**Run 1: M1 wires**

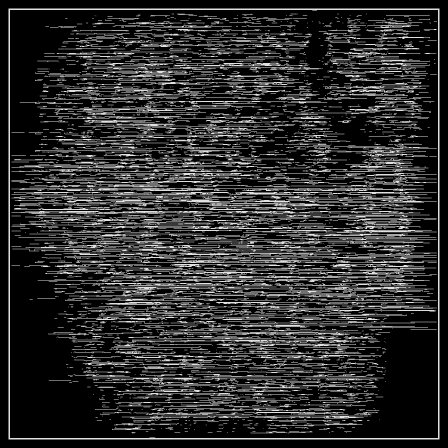
**Run 1: M2 wires**

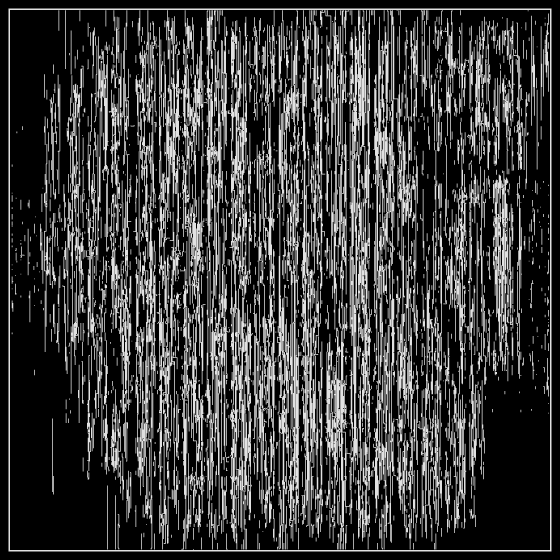
**Run 1: metal 3**

Scale bar: 100 um.
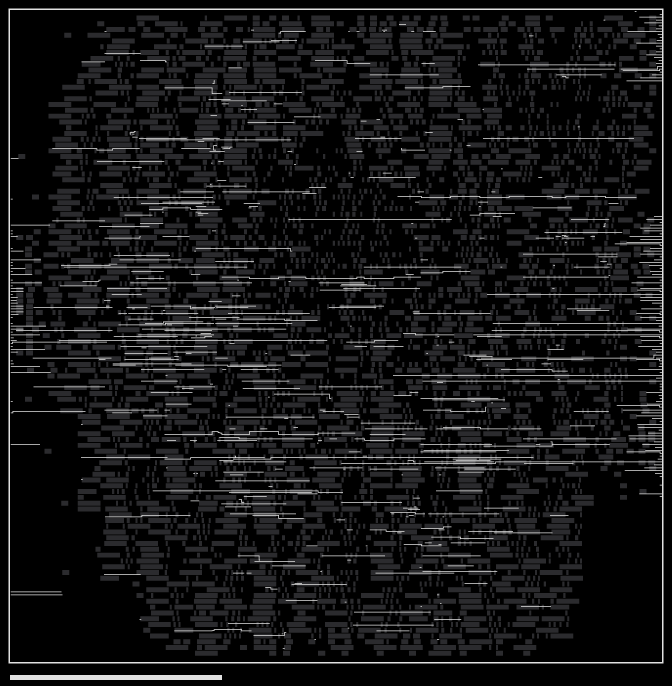
## src/rtl/branch_resolve_queue.sv

```systemverilog
`default_nettype none
// ============================================================================
//  Module   : branch_resolve_queue
//  Purpose  : In-order prediction queue checked at branch resolution; drives
//             predictor update, fetch redirect and branch statistics.
//  Revision : 1.0 - initial release
// ============================================================================
module branch_resolve_queue #(
    parameter  int DEPTH        = 8,
    parameter  int TARGET_WIDTH = 32,
    localparam int PTR_WIDTH    = $clog2(DEPTH)
) (
    input  logic                    clk,
    input  logic                    rst,
    input  logic                    fetchValid,
    input  logic [31:0]             fetchPc,
    input  logic                    fetchPredTaken,
    input  logic [TARGET_WIDTH-1:0] fetchPredTarget,
    output logic                    fetchReady,
    input  logic                    resValid,
    input  logic                    resBranch,
    input  logic                    resTaken,
    input  logic [TARGET_WIDTH-1:0] resTarget,
    input  logic                    flush,
    output logic                    updValid,
    output logic                    updTaken,
    output logic [31:0]             updPc,
    output logic [TARGET_WIDTH-1:0] updTarget,
    output logic                    redirectValid,
    output logic [31:0]             redirectPc,
    output logic [PTR_WIDTH:0]      occupancy,
    output logic [31:0]             branchCount,
    output logic [31:0]             mispredCount,
    output logic                    protoErr
);

    typedef enum logic [0:0] {
        RUN      = 1'b0,
        REDIRECT = 1'b1
    } state_t;

    state_t r_state, w_next_state;

    logic [31:0]             r_pc      [DEPTH];
    logic                    r_pred_tk [DEPTH];
    logic [TARGET_WIDTH-1:0] r_pred_tg [DEPTH];

    logic [PTR_WIDTH:0] r_head, r_tail;
    logic [PTR_WIDTH:0] w_head_inc;
    logic               w_empty, w_full;
    logic               w_push, w_pop, w_mispred;
    logic               w_can_fetch;
    logic [31:0]             w_head_pc;
    logic                    w_head_tk;
    logic [TARGET_WIDTH-1:0] w_head_tg;

    assign w_empty    = (r_head == r_tail);
    assign w_full     = (r_head[PTR_WIDTH] != r_tail[PTR_WIDTH]) &&
                        (r_head[PTR_WIDTH-1:0] == r_tail[PTR_WIDTH-1:0]);
    assign w_head_inc = r_head + 1'b1;
    assign occupancy  = r_tail - r_head;

    assign w_head_pc = r_pc[r_head[PTR_WIDTH-1:0]];
    assign w_head_tk = r_pred_tk[r_head[PTR_WIDTH-1:0]];
    assign w_head_tg = r_pred_tg[r_head[PTR_WIDTH-1:0]];

    assign w_pop     = resValid && !w_empty;
    assign w_mispred = w_pop && ((w_head_tk != resTaken) ||
                                 (resTaken && (w_head_tg != resTarget)));

    // Ready is held low while in reset so every output reads 0 there.
    assign fetchReady = rst && w_can_fetch;
    assign w_push     = fetchValid && fetchReady && !flush && !w_mispred;

    always_ff @(posedge clk) begin
        if (!rst) r_state <= RUN;
        else      r_state <= w_next_state;
    end

    always_comb begin
        w_next_state = r_state;
        w_can_fetch  = 1'b0;
        case (r_state)
            RUN: begin
                w_can_fetch = !w_full;
                if (w_mispred || flush) w_next_state = REDIRECT;
            end
            REDIRECT: begin
                w_next_state = (w_mispred || flush) ? REDIRECT : RUN;
            end
            default: w_next_state = RUN;
        endcase
    end

    always_ff @(posedge clk) begin
        if (w_push) begin
            r_pc[r_tail[PTR_WIDTH-1:0]]      <= fetchPc;
            r_pred_tk[r_tail[PTR_WIDTH-1:0]] <= fetchPredTaken;
            r_pred_tg[r_tail[PTR_WIDTH-1:0]] <= fetchPredTarget;
        end
    end

    // Squash of any kind collapses the queue to just past the popped head.
    always_ff @(posedge clk) begin
        if (!rst) begin
            r_head <= '0;
            r_tail <= '0;
        end else if (flush || w_mispred) begin
            r_head <= w_pop ? w_head_inc : r_head;
            r_tail <= w_pop ? w_head_inc : r_head;
        end else begin
            if (w_pop)  r_head <= w_head_inc;
            if (w_push) r_tail <= r_tail + 1'b1;
        end
    end

    always_ff @(posedge clk) begin
        if (!rst) begin
            updValid      <= 1'b0;
            updTaken      <= 1'b0;
            updPc         <= '0;
            updTarget     <= '0;
            redirectValid <= 1'b0;
            redirectPc    <= '0;
            branchCount   <= '0;
            mispredCount  <= '0;
            protoErr      <= 1'b0;
        end else begin
            updValid      <= w_pop && (resBranch || w_head_tk);
            redirectValid <= w_mispred;
            if (w_pop) begin
                updTaken   <= resTaken;
                updPc      <= w_head_pc;
                updTarget  <= resTarget;
                redirectPc <= resTaken ? 32'(resTarget) : (w_head_pc + 32'd4);
                if (resBranch && (branchCount != 32'hFFFF_FFFF))
                    branchCount <= branchCount + 32'd1;
                if (w_mispred && (mispredCount != 32'hFFFF_FFFF))
                    mispredCount <= mispredCount + 32'd1;
            end
            if (resValid && w_empty) protoErr <= 1'b1;
        end
    end

endmodule
`default_nettype wire
```

## config.mk

```make
export PLATFORM = sky130hd
export DESIGN_NAME = branch_resolve_queue
export DESIGN_NICKNAME = d
export VERILOG_FILES = /design/src/rtl/branch_resolve_queue.sv
export SDC_FILE = /design/constraint.sdc
export NUM_CORES = 1
export LEC_CHECK = 0
export ABC_AREA = 1
export CELL_PAD_IN_SITES_DETAIL_PLACEMENT = 1
export CELL_PAD_IN_SITES_GLOBAL_PLACEMENT = 2
export CORE_MARGIN = 2
export CORE_UTILIZATION = 33
export CTS_CLUSTER_DIAMETER = 30
export CTS_CLUSTER_SIZE = 16
export DETAILED_ROUTE_END_ITERATION = 12
export GPL_TIMING_DRIVEN = 0
export PLACE_DENSITY_LB_ADDON = 0.25
export SLEW_MARGIN = 20
export SYNTH_ARGS = -nofsm -noshare
export SYNTH_HDL_FRONTEND = slang
export SYNTH_SLANG_ARGS = --single-unit
```

## constraint.sdc

```tcl
create_clock -name clk -period 7.6 [get_ports clk]
set_input_delay 1.9 -clock clk [delete_from_list [all_inputs] [get_ports clk]]
set_output_delay 1.9 -clock clk [all_outputs]
set_load 0.01 [all_outputs]
```

==> metrics.cfg, run 1 <==
[worst_setup_path]
worstPathRequired_ns = 5.70
crit_family = buffers and inverters
worstSetupPathType = flop to primary output
crit_chain = clkinv_1, buf_2, buf_2, clkbuf_1, ha_1, inv_1, nor3_1, a211oi_1, clkdlybuf4s50_1
cp-start-kind = flop
critPathSlowestCell = clkbuf_1
ff2ff_path_depth = 16
cp.buffers_inverters = 6
cpPeakStageDelay_ns = 0.71
cp.depth = 9
endpoint_kind = primary output
critPathArrivalTime_ns = 4.61
critPathMaxFanout = 10

[timing]
hold_viol_final = 0
rsz0062_at_grt = false
clock-skew-final_ns = 0.03907
worst_pin_slew_ns = 1.175
relSlewSlack_pct = 21.67
fin_ws_ns = 1.095
max_freq_ghz = 0.1537
finalCriticalPeriod_ns = 6.505

[floorplan]
ios = 273
fp.dieW_um = 307.0
die_h_um = 307.0
chipArea_um2 = 94260
fp-utilization_pct = 33.16

[layout]
design_area_um2 = 40540
nets = 3763
register_area_um2 = 19080
drive_above_1_share_pct = 11.54
finalNonFillerCells = 4967
final_util_pct = 44.36

[logic_synthesis]
ys_cells = 3150
area_leaders = edfxtp_1 52%, dfxtp_1 11%, nand2_1 8.2%
synthArstFlopShare_pct = 0
ys_top_logic_family = simple AND/OR/NAND/NOR gates
ys_area_um2 = 30300
postSynthSeqShare_pct = 62.96
synthFlopType = edfxtp_1
synth_cell_type_count = 45
ys_top_cells_by_count = 659 x nand2_1, 520 x edfxtp_1, 383 x nor2_1
largest_area_cell = edfxtp_1
syn_area_per_cell_um2 = 9.619
ys_sh_xor_pct = 1.474
synth.top_cell.area_share_pct = 51.53
synth-adder-area-share_pct = 0.3964
mux_share_pct = 0
ys_ff = 693
syn-instance-count = 3150
syn_nets = 3263
synth_area_um2 = 30300

[pwr]
power_mw = 15.75
p_per_area_nw_per_um2 = 388.6
ir_worst_vdd_mv = 0.2478
p_leak_nw = 15.49

[grt]
grt_pass1_wl_mm = 184.4
antenna_found_initial = 4
grt.total_usage_pct = 27.03
grt_max_degree = 21
grt_pass1_vias = 27080

[cts]
cts_tree = yes
cts_max_path_buffers = 3
clock_sinks = 693
clk_pin_slew_ns = 0.04
insertion_delay_ns = 0.76
htree_levels = 4
cts_buffers = 155

[placed_design]
hpwlAfterDp_mm = 95.32
port_buffers = 272
gp_congestion = 0.9067
placed_area_um2 = 35320
dp_cells = 4679

[job]
warnings = 27
max_cap_violations = 0

[route]
drcViolationCount = 0
wire_per_inst_um = 25.79
drt_iter0_markers = 2081
drt_pass1_iterations = 5
ant_nets = 0
vias_per_cell = 5.227

[run_status]
status = complete, no violations

[min_path]
hold_path_depth = 2
hold_path.class = flop to flop

-- 'M1 wires' (at the start) --
The layer holds 44% of the routed length. The wires run mostly horizontal. The layer carries 55.8 mm of wire.
met1 Track Usage GR: 35.73%
routed wire length: 128.1 mm
via count: 25960

-- 'M2 wires' (at the start) --
The longest straight run is 119 um. 3260 nets have wire on it. The wires run mostly vertical.
routing usage on met2: 44.32%

-- 'metal 3' (at the start) --
388 nets have wire on it. The layer carries 8290 um of wire. The layer holds 6.5% of the routed length. The longest straight run is 126 um. The wires run mostly horizontal.
met3 global-route usage: 5.217%

[run 1: flip-flops by register name, summed over array words and instances, names as in the netlist, 4 cells and up]
name,flops
r_pc,256
r_pred_tg,256
branchCount,32
mispredCount,32
redirectPc,32
updPc,32
updTarget,32
r_pred_tk,8
r_head,4
r_tail,4
[run 1: layer usage]
layer  vias up  part of all wire [%]  wire (um)
met5         -                 0.023         29
li1      11740                     -          -
met2       895                    47      60190
met1     13120                    44      55840
met3       199                   6.5       8285
met4         4                   2.9       3758
[run 1: power breakdown]
| part | switching, mW | total (mW) | internal, mW |
|---|---|---|---|
| clock | 2.21 | 6.63 | 4.42 |
| sequential | 0.319 | 4.71 | 4.39 |
| combinational | 3.01 | 4.41 | 1.39 |
[run 1: cell type report]
| class | count | share of cell area [%] |
|---|---|---|
| repair buffers | 343 | 8.584 |
| clock inverters | 99 | 2.667 |
| inverters | 297 | 2.756 |
| multi-input cells | 2003 | 22.96 |
| flip-flops and latches | 693 | 47.06 |
| clock buffers | 187 | 10.20 |
| plain buffers | 157 | 2.096 |
| diodes | 2 | 0.01235 |
| well taps | 1186 | 3.661 |
[run 1: stage by stage]
step                hold WS, ns  setup TNS (ns)
finish                   0.4776               0
global route             0.4943               0
CTS                      0.4701               0
detailed placement       0.4631               0
global placement         0.4585        -3130.51
floorplan                0.4740         -131.68
[run 1: worst register-to-register path: cells and delay by family (launching register included)]
family	cells	cell delay, ns
adder cells (fa/ha/maj)	1	0.42
AND-OR/OR-AND	1	0.53
buffers and inverters	9	2.68
flip-flops	1	0.36
AND/OR/NAND/NOR	5	1.61
[run 1: cells in the final DEF (no fill, tap or decap), types with 8 or more instances in the layout]
cell / Yosys / final
a21oi_1: 160 / 160
a31oi_1: 11 / 11
buf_1: 9 / 9
buf_2: 46 / 46
buf_4: 18 / 62
buf_6: 18 / 33
bufinv_16: 0 / 16
clkbuf_1: 66 / 90
clkbuf_16: 0 / 160
clkdlybuf4s50_1: 0 / 272
clkinv_1: 3 / 21
clkinv_2: 0 / 24
clkinv_4: 0 / 11
clkinvlp_4: 0 / 11
dfxtp_1: 173 / 173
edfxtp_1: 520 / 520
ha_1: 8 / 8
inv_1: 289 / 289
inv_6: 0 / 8
nand2_1: 659 / 659
nand3_1: 221 / 221
nand4_1: 26 / 26
nor2_1: 383 / 381
nor2_2: 9 / 9
nor3_1: 49 / 43
nor4_1: 15 / 15
o211ai_1: 12 / 12
o21ai_0: 249 / 249
o21ai_1: 73 / 73
o21ai_2: 9 / 9
o22ai_1: 40 / 40
xnor2_1: 8 / 8
xor2_1: 43 / 43
[run 1: cells by family (layout without fill, tap and decap cells)]
group,after synthesis,after routing
simple gates,1378,1378
flops,693,693
compound gates,565,565
buf+inv,454,1083
xor+xnor,51,51
fa+ha+maj,9,9
other cells,0,2
[run 1: worst paths after layout]
check	to	slack, ns	startpoint
hold reg to reg	redirectPc[17]	0.48	redirectPc[17]
setup reg to reg	r_pc[4][5]	1.70	r_head[2]
hold / removal	redirectPc[17]	0.48	redirectPc[17]
setup / recovery	fetchReady	1.09	r_head[2]
**Run 1: routing congestion map**

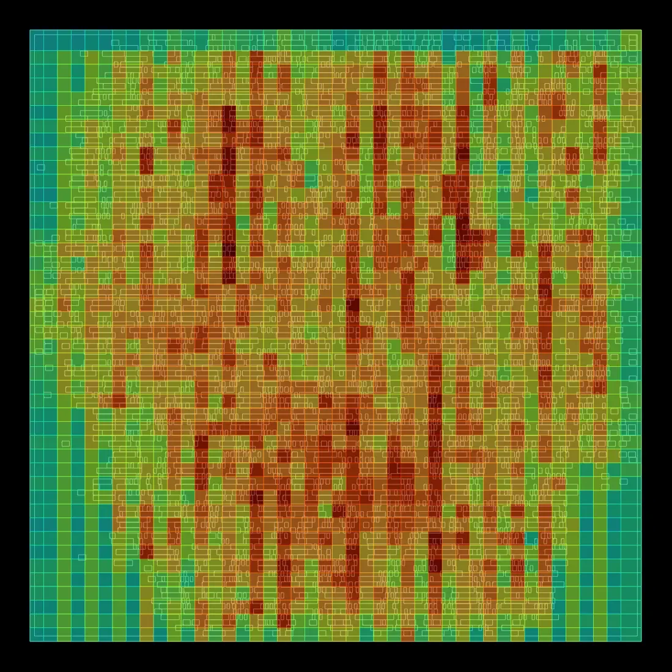

==> run 2: changes to the inputs <==
- CORE_UTILIZATION: 33 -> 37
- clock period: 7.6 -> 6.1 ns (I/O delays scaled with it)
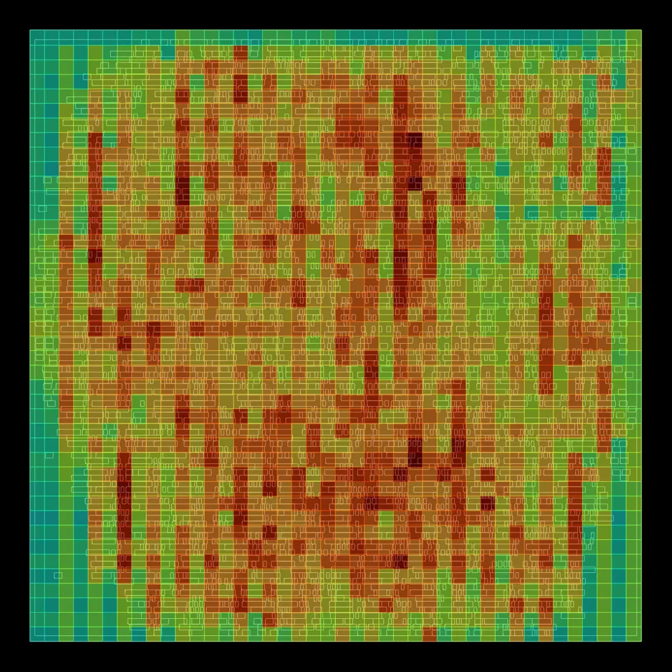
**Above:** run 2 (routing congestion map).
met3 global-route usage: 5.705%
met1 Track Usage GR: 38.91%
average wire per standard cell: 25.96 um
All-Layer GR Usage: 29.36%
post-layout util: 50.19%

==> metrics.cfg, run 2 <==
[timing]
hold_slack_ns = 0.4650
finalSetupViolations = 0
max_freq_ghz = 0.1714
hold_viol_final = 0
finalCriticalPeriod_ns = 5.833
relSlewSlack_pct = 22.02
rsz0062_at_grt = false
clock-skew-final_ns = 0.03321
fin_setup_tns_ns = 0
worst_pin_slew_ns = 1.170

[placed_design]
placed_area_um2 = 35110
hpwlAfterDp_mm = 91.76
gp_congestion = 0.9326
port_buffers = 272

[min_path]
hold_path.class = flop to flop
hold_path_depth = 2

[layout]
drive_above_1_share_pct = 11.65
nets = 3761
n_fill_cell = 8882
final_cell_mix = 659 x nand2_1, 520 x edfxtp_1, 381 x nor2_1, 289 x inv_1, 272 x clkdlybuf4s50_1
design_area_um2 = 40560
lay_top_count = nand2_1

[route]
drt_iter0_markers = 2215
finalWirelength_mm = 125.7
num_vias = 26130
drcViolationCount = 0
drt_pass1_iterations = 6
ant_nets = 0
vias_per_cell = 5.399

[logic_synthesis]
syn-instance-count = 3150
largest_area_cell = edfxtp_1
synth.top_cell.area_share_pct = 51.53
synth_cell_type_count = 45
ys_top_cells_by_count = 659 x nand2_1, 520 x edfxtp_1, 383 x nor2_1
synth-adder-area-share_pct = 0.3964
synth_area_um2 = 30300
area_leaders = edfxtp_1 52%, dfxtp_1 11%, nand2_1 8.2%
ys_top_logic_family = simple AND/OR/NAND/NOR gates
synthArstFlopShare_pct = 0
ys_ff = 693
synthFlopType = edfxtp_1
ys_area_um2 = 30300
mux_share_pct = 0
ys_cells = 3150
postSynthSeqShare_pct = 62.96
ys_sh_xor_pct = 1.474
syn_nets = 3263
syn_area_per_cell_um2 = 9.619

[cts]
cts_root_buffer = clkbuf_16
htree_levels = 4
clock_sinks = 693
cts_buffers = 157
cts_tree = yes
clk_pin_slew_ns = 0.05
insertion_delay_ns = 0.74
cts_max_path_buffers = 3

[grt]
grt_max_degree = 21
grt_pass1_vias = 27090
overflow = 0
antenna_found_initial = 4
grt_pass1_wl_mm = 181.5

[floorplan]
chipArea_um2 = 84200
fp-utilization_pct = 37.50
ios = 273
core_um2 = 80810
fp.dieW_um = 290.2
die_h_um = 290.2

[worst_setup_path]
critPathMaxFanout = 10
crit_chain = inv_2, buf_2, buf_2, clkbuf_1, ha_1, inv_1, nor3_1, nand2_1, nand2_1, a21oi_1, inv_1, o21bai_2, buf_2, nand3_1, nor3_2, buf_4, buf_4, buf_6, buf_4
critPathSlowestCell = nor3_2
cpPeakStageDelay_ns = 0.55
ff2ff_path_depth = 19
worstSetupPathType = flop to flop
critPathArrivalTime_ns = 6.26
worstPathRequired_ns = 6.53
cp-start-kind = flop
endpoint_kind = flop

[pwr]
p_per_area_nw_per_um2 = 491.9
p_leak_nw = 15.55
ir_worst_vdd_mv = 0.3518
power_mw = 19.95

[run_status]
status = complete, no violations

[job]
max_cap_violations = 0
warnings = 27

[run 2: cell types whose count changed in the layout (fill, tap and decap cells not counted), moves of 2 or more]
cell        previous run  this run
buf_16                 5         3
inv_6                  8         4
inv_4                  5         1
clkbuf_1              90        88
clkbuf_8               3         8
clkinv_4              11         7
clkinv_2              24        26
clkinv_8               3         5
clkinvlp_4            11        15
buf_4                 62        60
clkinv_1              21        18
buf_6                 33        31
bufinv_16             16        22
buf_8                  4         6
[run 2: stage by stage]
step,instances,worst slack (ns)
global placement,4482,-8.738
detailed placement,4550,0.1953
floorplan,3150,-1.532
finish,4840,0.2669
CTS,4839,0.2002
global route,4839,0.06482
[run 2: timing repair]
action,4_1_cts,5_1_grt
gates resized,0,1
setup endpoints to repair,0,7
buffers inserted,0,0
[run 2: per-layer routing]
metal	part of all wire, %	wire [um]	GRT usage (%)	up-vias
li1	-	-	-	11750
met1	43	54010	38.91	13130
met3	6.9	8614	5.705	232
met5	0.021	27	0	-
met2	47	58800	47.69	1016
met4	3.4	4210	11.10	4
[run 2: path summary, 6_finish.rpt]
kind                  startpoint          endpoint  slack (ns)
setup / recovery       r_head[1]  r_pred_tg[7][27]        0.27
hold / removal    redirectPc[31]    redirectPc[31]        0.46
setup reg to reg       r_head[1]  r_pred_tg[7][27]        0.27
hold reg to reg   redirectPc[31]    redirectPc[31]        0.46
[run 2: area by class of cell]
class	instances	area (um2)	area share, %
Multi-Input combinational cell	2003	9313	22.96
Sequential cell	693	19080	47.04
Inverter	297	1117	2.755
Buffer	156	845.8	2.086
Clock inverter	97	1207	2.977
Antenna cell	2	5.005	0.01234
Tap cell	1060	1326	3.270
Clock buffer	192	4225	10.42
Timing Repair Buffer	340	3437	8.475
[run 2: logic make-up (layout without fill, tap and decap cells)]
group | Yosys count | in the layout
and+or+nand+nor | 1378 | 1378
DFF | 693 | 693
AOI/OAI and AO/OA | 565 | 565
buffers and inverters | 454 | 1082
xor gates and xnor gates | 51 | 51
adders and majority gates | 9 | 9
other | 0 | 2
[run 2: worst max-delay path, delay by kind of cell (launching register included)]
| kind | cells | cell delay [ns] |
|---|---|---|
| flops | 1 | 0.50 |
| compound gates | 2 | 0.26 |
| fa+ha+maj | 1 | 0.24 |
| simple gates | 5 | 1.65 |
| buf+inv | 11 | 2.85 |
[run 2: where the power goes]
part / switching (mW) / internal, mW
combinational: 3.73 / 1.74
sequential: 0.403 / 5.47
clock: 2.76 / 5.84
total: 6.90 / 13.0
**Run 2: M1 wires**

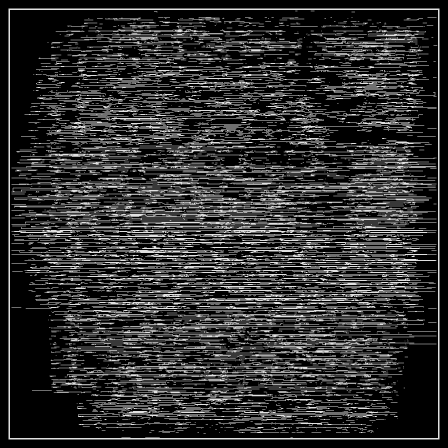

==> run 3: changes to the inputs <==
- CORE_UTILIZATION: 37 -> 35
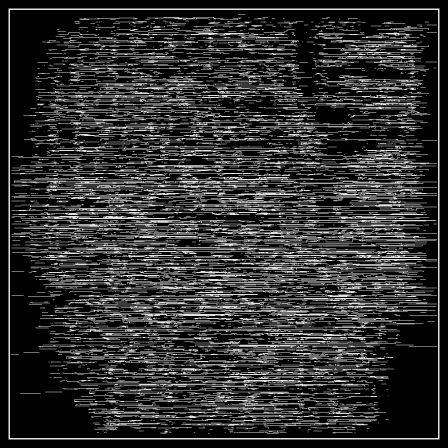
**Above:** run 3 (M1 wires).
The wires run mostly horizontal. The longest straight run is 98.9 um.
via count: 26330
routed wire length: 128.6 mm
met1 Track Usage GR: 37.79%

==> metrics.cfg, run 3 <==
[worst_setup_path]
worstPathRequired_ns = 4.58
ff2ff_path_depth = 18
cp-start-kind = flop
critPathArrivalTime_ns = 4.39
r2r-end = r_pc[7][11]
worstSetupPathType = flop to primary output

[timing]
fin_setup_tns_ns = 0
hold_viol_final = 0
worst_pin_slew_ns = 1.215
finalCriticalPeriod_ns = 5.917
rsz0062_at_grt = false
finalSetupViolations = 0
clock-skew-final_ns = 0.02631
fin_ws_ns = 0.1825
max_freq_ghz = 0.1690

[layout]
drive_above_1_share_pct = 11.87
comb_area_um2 = 9306
lay_top_count = nand2_1
finalNonFillerCells = 4938
n_fill_cell = 9522

[route]
drcViolationCount = 0
drt_pass1_iterations = 5
vias_per_cell = 5.332
wire_per_inst_um = 26.03
drt_iter0_markers = 2271

[logic_synthesis]
synthArstFlopShare_pct = 0
postSynthSeqShare_pct = 62.96
area_leaders = edfxtp_1 52%, dfxtp_1 11%, nand2_1 8.2%
synth.top_cell.area_share_pct = 51.53
synth_cell_type_count = 45
syn_nets = 3263
syn_area_per_cell_um2 = 9.619
ys_ff = 693
syn-instance-count = 3150
ys_area_um2 = 30300
synthFlopType = edfxtp_1
synth_area_um2 = 30300
largest_area_cell = edfxtp_1

[grt]
grt_pass1_vias = 27200
grt_max_degree = 19
grt.total_usage_pct = 28.46
grt_pass1_wl_mm = 184.5
antenna_found_initial = 5

[cts]
clock_sinks = 693
cts_root_buffer = clkbuf_16
post_cts_buffers = 0
insertion_delay_ns = 0.74
cts_max_path_buffers = 3
cts_buffers = 161
cts_tree = yes

[placed_design]
hpwlAfterDp_mm = 94.54
port_buffers = 272
place_ws_ns = 0.2459

[min_path]
holdCritStartpoint = redirectPc[31]
min_to = redirectPc[31]
hold_path_depth = 2

[floorplan]
die_h_um = 298.2
fp.dieW_um = 298.2
chipArea_um2 = 88940
ios = 273

[job]
max_cap_violations = 0

[pwr]
p_per_area_nw_per_um2 = 498.6

[run_status]
status = complete, no violations

==> run 3: critical path: stages (launching register included) <==
cell and delay (ns):
dfxtp_1 0.48, clkinv_1 0.35, buf_2 0.37, buf_2 0.27, clkbuf_1 0.40, ha_1 0.51, inv_1 0.08, nor3_1 0.42
a211oi_1 0.18, clkdlybuf4s50_1 0.58
==> run 3: worst max path at each step <==
stage / cells after the start / startpoint / slack (ns) / end
after global routing: 18 / r_head[2] / 0.006 / r_pc[7][19]
after CTS: 9 / r_head[2] / 0.15 / fetchReady
after floorplan: 6 / rst / -1.53 / r_pc[4][0]
final: 9 / r_head[2] / 0.18 / fetchReady
after global placement: 10 / resTarget[0] / -8.89 / r_pred_tg[5][10]
after detailed placement: 13 / resTarget[0] / 0.25 / r_pc[7][12]
==> run 3: power by group <==
part           switching [mW]  internal, mW  total (mW)
Combinational            3.77          1.74        5.50
Clock                    2.75          6.31        9.07
Sequential              0.418          5.47        5.89
==> run 3: layout make-up <==
type | instances | area share [%]
well taps | 1144 | 3.488
clock inverters | 90 | 3.214
plain buffers | 157 | 2.070
multi-input cells | 2003 | 22.68
inverters | 297 | 2.723
flip-flops and latches | 693 | 46.49
clock buffers | 205 | 10.77
repair buffers | 345 | 8.538
diodes | 4 | 0.02439
==> run 3: metrics by stage <==
| step | total power [mW] | hold slack (ns) |
|---|---|---|
| 2_1_floorplan | 8.534 | 0.4740 |
| 3_3_place_gp | 11.18 | 0.4599 |
| 3_5_place_dp | 11.34 | 0.4640 |
| 4_1_cts | 20.47 | 0.4713 |
| 5_1_grt | 21.19 | 0.4906 |
| 6_report | 20.46 | 0.4729 |
==> run 3: cells by family after synthesis <==
kind of cell               after synthesis  synth area share, %
AOI/OAI and AO/OA                      565                9.902
buffers and inverters                  454                6.491
DFF                                    693                62.96
and+or+nand+nor                       1378                18.77
adders and majority gates                9               0.3964
xor gates and xnor gates                51                1.474
==> run 3: per-layer routing <==
layer	vias up	routed length, um	GRT usage (%)
met3	233	8830	5.586
li1	11780	-	-
met1	13320	56090	37.79
met5	-	0	0
met4	0	4274	10.95
met2	1001	59360	45.89
Power and IR drop assume default switching activity.
